$ cat src/rtl/frame_store_responder_pkg.sv
// Shared definitions for the frame-store responder: FSM encoding, request
// direction constants, the "no bytes enabled" mask and default widths.
package frame_store_responder_pkg;

  typedef enum logic [1:0] {
    IDLE    = 2'd0,
    WRITE   = 2'd1,
    RD_WAIT = 2'd2,
    ACK     = 2'd3
  } fsm_state_t;

  localparam logic       DE_RNW_READ    = 1'b1;
  localparam logic       DE_RNW_WRITE   = 1'b0;
  localparam logic [3:0] NBYTE_NONE     = 4'b1111;
  localparam int         DEFAULT_ADDR_W = 18;
  localparam int         DEFAULT_DATA_W = 32;

endpackage

$ cat src/rtl/frame_store_responder_sram_rd_pipe.sv
// Read-latency tracker: counts down from the SRAM strobe to the cycle in which
// sram_rdata is valid and says which requester the returned word belongs to.
module sram_rd_pipe
  import frame_store_responder_pkg::*;
#(
  parameter int RD_LATENCY = 2
) (
  input  logic clk,
  input  logic rst,
  input  logic start,
  input  logic start_vid,
  output logic capture_de,
  output logic capture_vid
);

  localparam int CNT_W = $clog2(RD_LATENCY + 1);

  logic             busy;
  logic             tag_vid;
  logic [CNT_W-1:0] cnt;

  // The count is loaded on the strobe edge, so it reaches zero exactly in the
  // cycle RD_LATENCY after the strobe cycle.
  always_ff @(posedge clk) begin
    if (rst) begin
      busy    <= 1'b0;
      tag_vid <= 1'b0;
      cnt     <= '0;
    end else if (start) begin
      busy    <= 1'b1;
      tag_vid <= start_vid;
      cnt     <= CNT_W'(RD_LATENCY);
    end else if (busy) begin
      if (cnt == '0) begin
        busy <= 1'b0;
      end else begin
        cnt <= cnt - CNT_W'(1);
      end
    end
  end

  assign capture_de  = busy && (cnt == '0) && !tag_vid;
  assign capture_vid = busy && (cnt == '0) && tag_vid;

endmodule

$ cat src/rtl/frame_store_responder.sv
// Frame-store responder: serves drawing-engine reads/writes and display reads
// on a single-port synchronous SRAM, alternating grants when both contend.
module frame_store_responder
  import frame_store_responder_pkg::*;
#(
  parameter int ADDR_W     = DEFAULT_ADDR_W,
  parameter int DATA_W     = DEFAULT_DATA_W,
  parameter int RD_LATENCY = 2
) (
  input  logic              clk,
  input  logic              rst,
  input  logic              de_req,
  output logic              de_ack,
  input  logic [ADDR_W-1:0] de_addr,
  input  logic [3:0]        de_nbyte,
  input  logic              de_rnw,
  input  logic [DATA_W-1:0] de_w_data,
  output logic [DATA_W-1:0] de_r_data,
  input  logic              vid_req,
  input  logic [ADDR_W-1:0] vid_addr,
  output logic              vid_ack,
  output logic [DATA_W-1:0] vid_data,
  output logic              sram_cs,
  output logic              sram_we,
  output logic [ADDR_W-1:0] sram_addr,
  output logic [3:0]        sram_be,
  output logic [DATA_W-1:0] sram_wdata,
  input  logic [DATA_W-1:0] sram_rdata
);

  fsm_state_t        state, state_next;
  logic              last_vid, last_vid_next;
  logic              de_ack_next, vid_ack_next;
  logic              cs_next, we_next;
  logic [ADDR_W-1:0] addr_next;
  logic [3:0]        be_next;
  logic [DATA_W-1:0] wdata_next, de_r_data_next, vid_data_next;
  logic              grant_vid, grant_de;
  logic              pipe_start, pipe_vid;
  logic              capture_de, capture_vid;

  sram_rd_pipe #(.RD_LATENCY(RD_LATENCY)) u_rd_pipe (
    .clk         (clk),
    .rst         (rst),
    .start       (pipe_start),
    .start_vid   (pipe_vid),
    .capture_de  (capture_de),
    .capture_vid (capture_vid)
  );

  // Every output is a register; reset discards any in-flight access.
  always_ff @(posedge clk) begin
    if (rst) begin
      state      <= IDLE;
      last_vid   <= 1'b0;
      de_ack     <= 1'b0;
      vid_ack    <= 1'b0;
      sram_cs    <= 1'b0;
      sram_we    <= 1'b0;
      sram_addr  <= '0;
      sram_be    <= '0;
      sram_wdata <= '0;
      de_r_data  <= '0;
      vid_data   <= '0;
    end else begin
      state      <= state_next;
      last_vid   <= last_vid_next;
      de_ack     <= de_ack_next;
      vid_ack    <= vid_ack_next;
      sram_cs    <= cs_next;
      sram_we    <= we_next;
      sram_addr  <= addr_next;
      sram_be    <= be_next;
      sram_wdata <= wdata_next;
      de_r_data  <= de_r_data_next;
      vid_data   <= vid_data_next;
    end
  end

  // Display wins a tie unless it had the previous grant.
  assign grant_vid = (state == IDLE) && vid_req && (!de_req || !last_vid);
  assign grant_de  = (state == IDLE) && de_req && !grant_vid;

  always_comb begin
    state_next     = state;
    last_vid_next  = last_vid;
    de_ack_next    = 1'b0;
    vid_ack_next   = 1'b0;
    cs_next        = 1'b0;
    we_next        = 1'b0;
    addr_next      = sram_addr;
    be_next        = '0;
    wdata_next     = sram_wdata;
    de_r_data_next = de_r_data;
    vid_data_next  = vid_data;
    pipe_start     = 1'b0;
    pipe_vid       = 1'b0;

    unique case (state)
      IDLE: begin
        if (grant_vid) begin
          last_vid_next = 1'b1;
          addr_next     = vid_addr;
          cs_next       = 1'b1;
          be_next       = 4'b1111;
          pipe_start    = 1'b1;
          pipe_vid      = 1'b1;
          state_next    = RD_WAIT;
        end else if (grant_de) begin
          last_vid_next = 1'b0;
          addr_next     = de_addr;
          if (de_rnw == DE_RNW_READ) begin
            cs_next    = 1'b1;
            be_next    = 4'b1111;
            pipe_start = 1'b1;
            state_next = RD_WAIT;
          end else begin
            // A fully masked write still completes the handshake but never strobes.
            cs_next     = (de_nbyte != NBYTE_NONE);
            we_next     = (de_nbyte != NBYTE_NONE);
            be_next     = ~de_nbyte;
            wdata_next  = de_w_data;
            de_ack_next = 1'b1;
            state_next  = WRITE;
          end
        end
      end
      WRITE: state_next = IDLE;
      RD_WAIT: begin
        if (capture_vid) begin
          vid_ack_next  = 1'b1;
          vid_data_next = sram_rdata;
          state_next    = ACK;
        end else if (capture_de) begin
          de_ack_next    = 1'b1;
          de_r_data_next = sram_rdata;
          state_next     = ACK;
        end
      end
      ACK: state_next = IDLE;
      default: state_next = IDLE;
    endcase
  end

endmodule

$ cat config.mk
export PLATFORM = sky130hd
export DESIGN_NAME = frame_store_responder
export DESIGN_NICKNAME = d
export VERILOG_FILES = /design/src/rtl/frame_store_responder_pkg.sv /design/src/rtl/frame_store_responder_sram_rd_pipe.sv /design/src/rtl/frame_store_responder.sv
export SDC_FILE = /design/constraint.sdc
export NUM_CORES = 1
export LEC_CHECK = 0
export ABC_CLOCK_PERIOD_IN_PS = 2200
export CAP_MARGIN = 10
export CORE_MARGIN = 1
export CORE_UTILIZATION = 35
export CTS_CLUSTER_DIAMETER = 30
export DETAILED_ROUTE_END_ITERATION = 10
export HOLD_SLACK_MARGIN = 0.05
export PLACE_DENSITY = 0.78
export SYNTH_ARGS = -nofsm -noshare
export SYNTH_HDL_FRONTEND = slang
export SYNTH_SLANG_ARGS = --single-unit
$ cat constraint.sdc
create_clock -name clk -period 2.2 [get_ports clk]
set_input_delay 0.33 -clock clk [delete_from_list [all_inputs] [get_ports clk]]
set_output_delay 0.33 -clock clk [all_outputs]
set_load 0.005 [all_outputs]
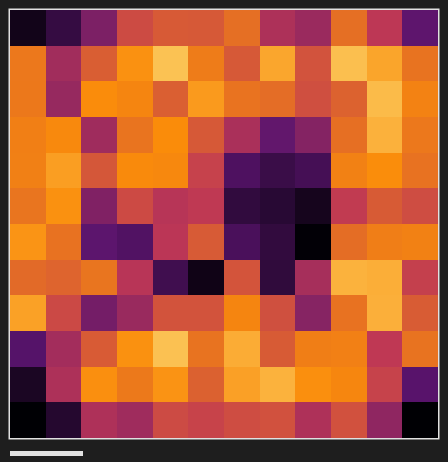
**Above:** placement density heat map.
Bar = 20 µm. 12 x 12 tiles, from black (low) to pale yellow (high), 0 to 100% covered.
- fullest tile: 87%
- tiles over 75% full: 17%
- mean over tiles: 55%

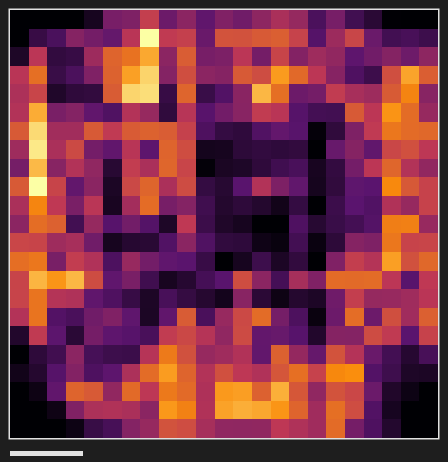
**Above:** routed metal per tile.
Bar = 20 µm. 23 x 23 tiles, from black (low) to pale yellow (high), scaled to the fullest tile. Values are wire area over tile area, all layers added.
- fullest tile: 0.43
- densest ninth of the die: south
- emptiest ninth of the die: centre

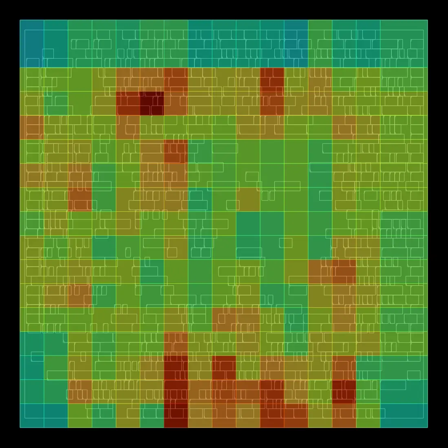
**Above:** track usage over the die.
average detailed-routed wire length per instance: 13.5 µm
all-layer global routing usage: 19.8%
global routing met1 resource utilization: 23.7%

==> results.py <==
# Generated from Yosys and OpenROAD reports
metrics = {
    "outcome": {
        "run_status": "completed",
    },
    "sta": {
        "fmax_ghz": 0.578,
        "unrepaired_setup_endpoints_after_global_routing": "no",
    },
    "synthesis": {
        "synth_top_cell_by_area": "sky130_fd_sc_hd__dfxtp_1",
        "ys_seq_share_pct": 55.7,
        "mappedNetlistArea_um2": 4640,
        "synthDistinctLibCells": 32,
        "synth_async_sr_flop_share_pct": 0,
    },
    "global_routing": {
        "grt_antenna_before_repair": 0,
    },
    "cts": {
        "clock-sinks": 129,
        "worst_skew_pair.late_latency_ns": 0.41,
        "clk_pin_slew_ns": 0.05,
        "tritoncts.num_buffers": 17,
    },
    "routing": {
        "detail_route.first_pass.iterations": 4,
        "dr_total_vias": 4634,
    },
    "die": {
        "dieArea_um2": 13700,
        "die_h_um": 117,
    },
    "place": {
        "gp_congestion": 0.749,
    },
    "worst_setup_path": {
        "rr_endpoint": "vid_data[25]$_SDFFE_PP0P_",
        "cp-startpoint": "u_rd_pipe.cnt[0]$_SDFFE_PP0P_",
        "critical_path_peak_fanout": 33,
        "regToRegSetupSlack_ns": 0.47,
    },
    "layout": {
        "seq_area_um2": 2580,
        "flow.area_growth_from_synthesis_pct": 66.9,
        "post-route-util_pct": 60.6,
    },
}
## layout make-up
type	instances	share of cell area [%]
Sequential cell	129	33.4
Timing Repair Buffer	245	32.0
Multi-Input combinational cell	407	24.3
Clock buffer	27	6.50
Tap cell	172	2.78
Clock inverter	5	0.970
Inverter	2	0.0970
## layout by cell type (no fill, tap or decap), types with 2 or more instances in the layout
cell type,count
sky130_fd_sc_hd__o21ai_0,2
sky130_fd_sc_hd__a21oi_1,106
sky130_fd_sc_hd__and2_1,2
sky130_fd_sc_hd__nor3_1,2
sky130_fd_sc_hd__clkbuf_1,6
sky130_fd_sc_hd__clkbuf_8,4
sky130_fd_sc_hd__buf_4,11
sky130_fd_sc_hd__buf_12,5
sky130_fd_sc_hd__clkinv_2,3
sky130_fd_sc_hd__clkbuf_16,17
sky130_fd_sc_hd__inv_1,2
sky130_fd_sc_hd__nor2_1,21
sky130_fd_sc_hd__a311oi_1,18
sky130_fd_sc_hd__nand2_1,236
sky130_fd_sc_hd__clkdlybuf4s50_1,229
sky130_fd_sc_hd__dfxtp_1,129
sky130_fd_sc_hd__bufinv_16,2
## kinds of logic (layout without fill, tap and decap cells)
logic type / after synthesis / in the layout / share of synthesized area [%]
flops: 129 / 129 / 55.7
simple gates: 273 / 273 / 23.7
buf+inv: 46 / 279 / 4.10
compound gates: 134 / 134 / 16.5
## metrics by stage
stage               hold slack (ns)  power, W  area (µm²)  std cells  worst slack (ns)
global placement              0.441   0.00328        7160        955             0.433
finish                        0.421   0.00598        7740        987             0.468
floorplan                     0.422   0.00281        4640        582             0.630
global route                  0.432   0.00625        7740        987             0.355
CTS                           0.399   0.00605        7740        987             0.458
detailed placement            0.446   0.00329        7160        955             0.336
## per-layer routing
metal	GRT usage (%)	share of wire [%]
met5	0	0
met4	8.44	1.9
met2	32.1	48
met1	23.7	43
met3	7.31	7.5
## worst max-delay path: stages (launching register included)
cell                       delay [ns]
sky130_fd_sc_hd__dfxtp_1         0.33
sky130_fd_sc_hd__nand3b_2        0.30
sky130_fd_sc_hd__or4b_1          0.50
sky130_fd_sc_hd__buf_4           0.27
sky130_fd_sc_hd__nand2_1         0.12
sky130_fd_sc_hd__a21oi_1         0.07
## power by group
group	internal (W)	switching, W	total (W)
Combinational	0.000435	0.000298	0.000732
Clock	0.00178	0.000961	0.00274
Sequential	0.00244	0.0000632	0.00251
Total	0.00466	0.00132	0.00598
## worst max-delay path by stage
| stage | to | slack [ns] | cells after the start |
|---|---|---|---|
| finish | vid_data[25]$_SDFFE_PP0P_ | 0.47 | 5 |
| global route | vid_data[25]$_SDFFE_PP0P_ | 0.36 | 5 |
| CTS | vid_data[25]$_SDFFE_PP0P_ | 0.46 | 5 |
| detailed placement | sram_addr[14]$_SDFFE_PP0P_ | 0.34 | 6 |
| global placement | sram_addr[10]$_SDFFE_PP0P_ | 0.43 | 6 |
| floorplan | vid_data[10]$_SDFFE_PP0P_ | 0.63 | 6 |
## flip-flops by register name (all words and copies together), names as in the netlist, 2 cells and up
register,cells
de_r_data,32
sram_wdata,32
vid_data,32
sram_addr,18
sram_be,4
state,2
u_rd_pipe.cnt,2
No activity file was given, so power comes from the tool's default toggle rates.
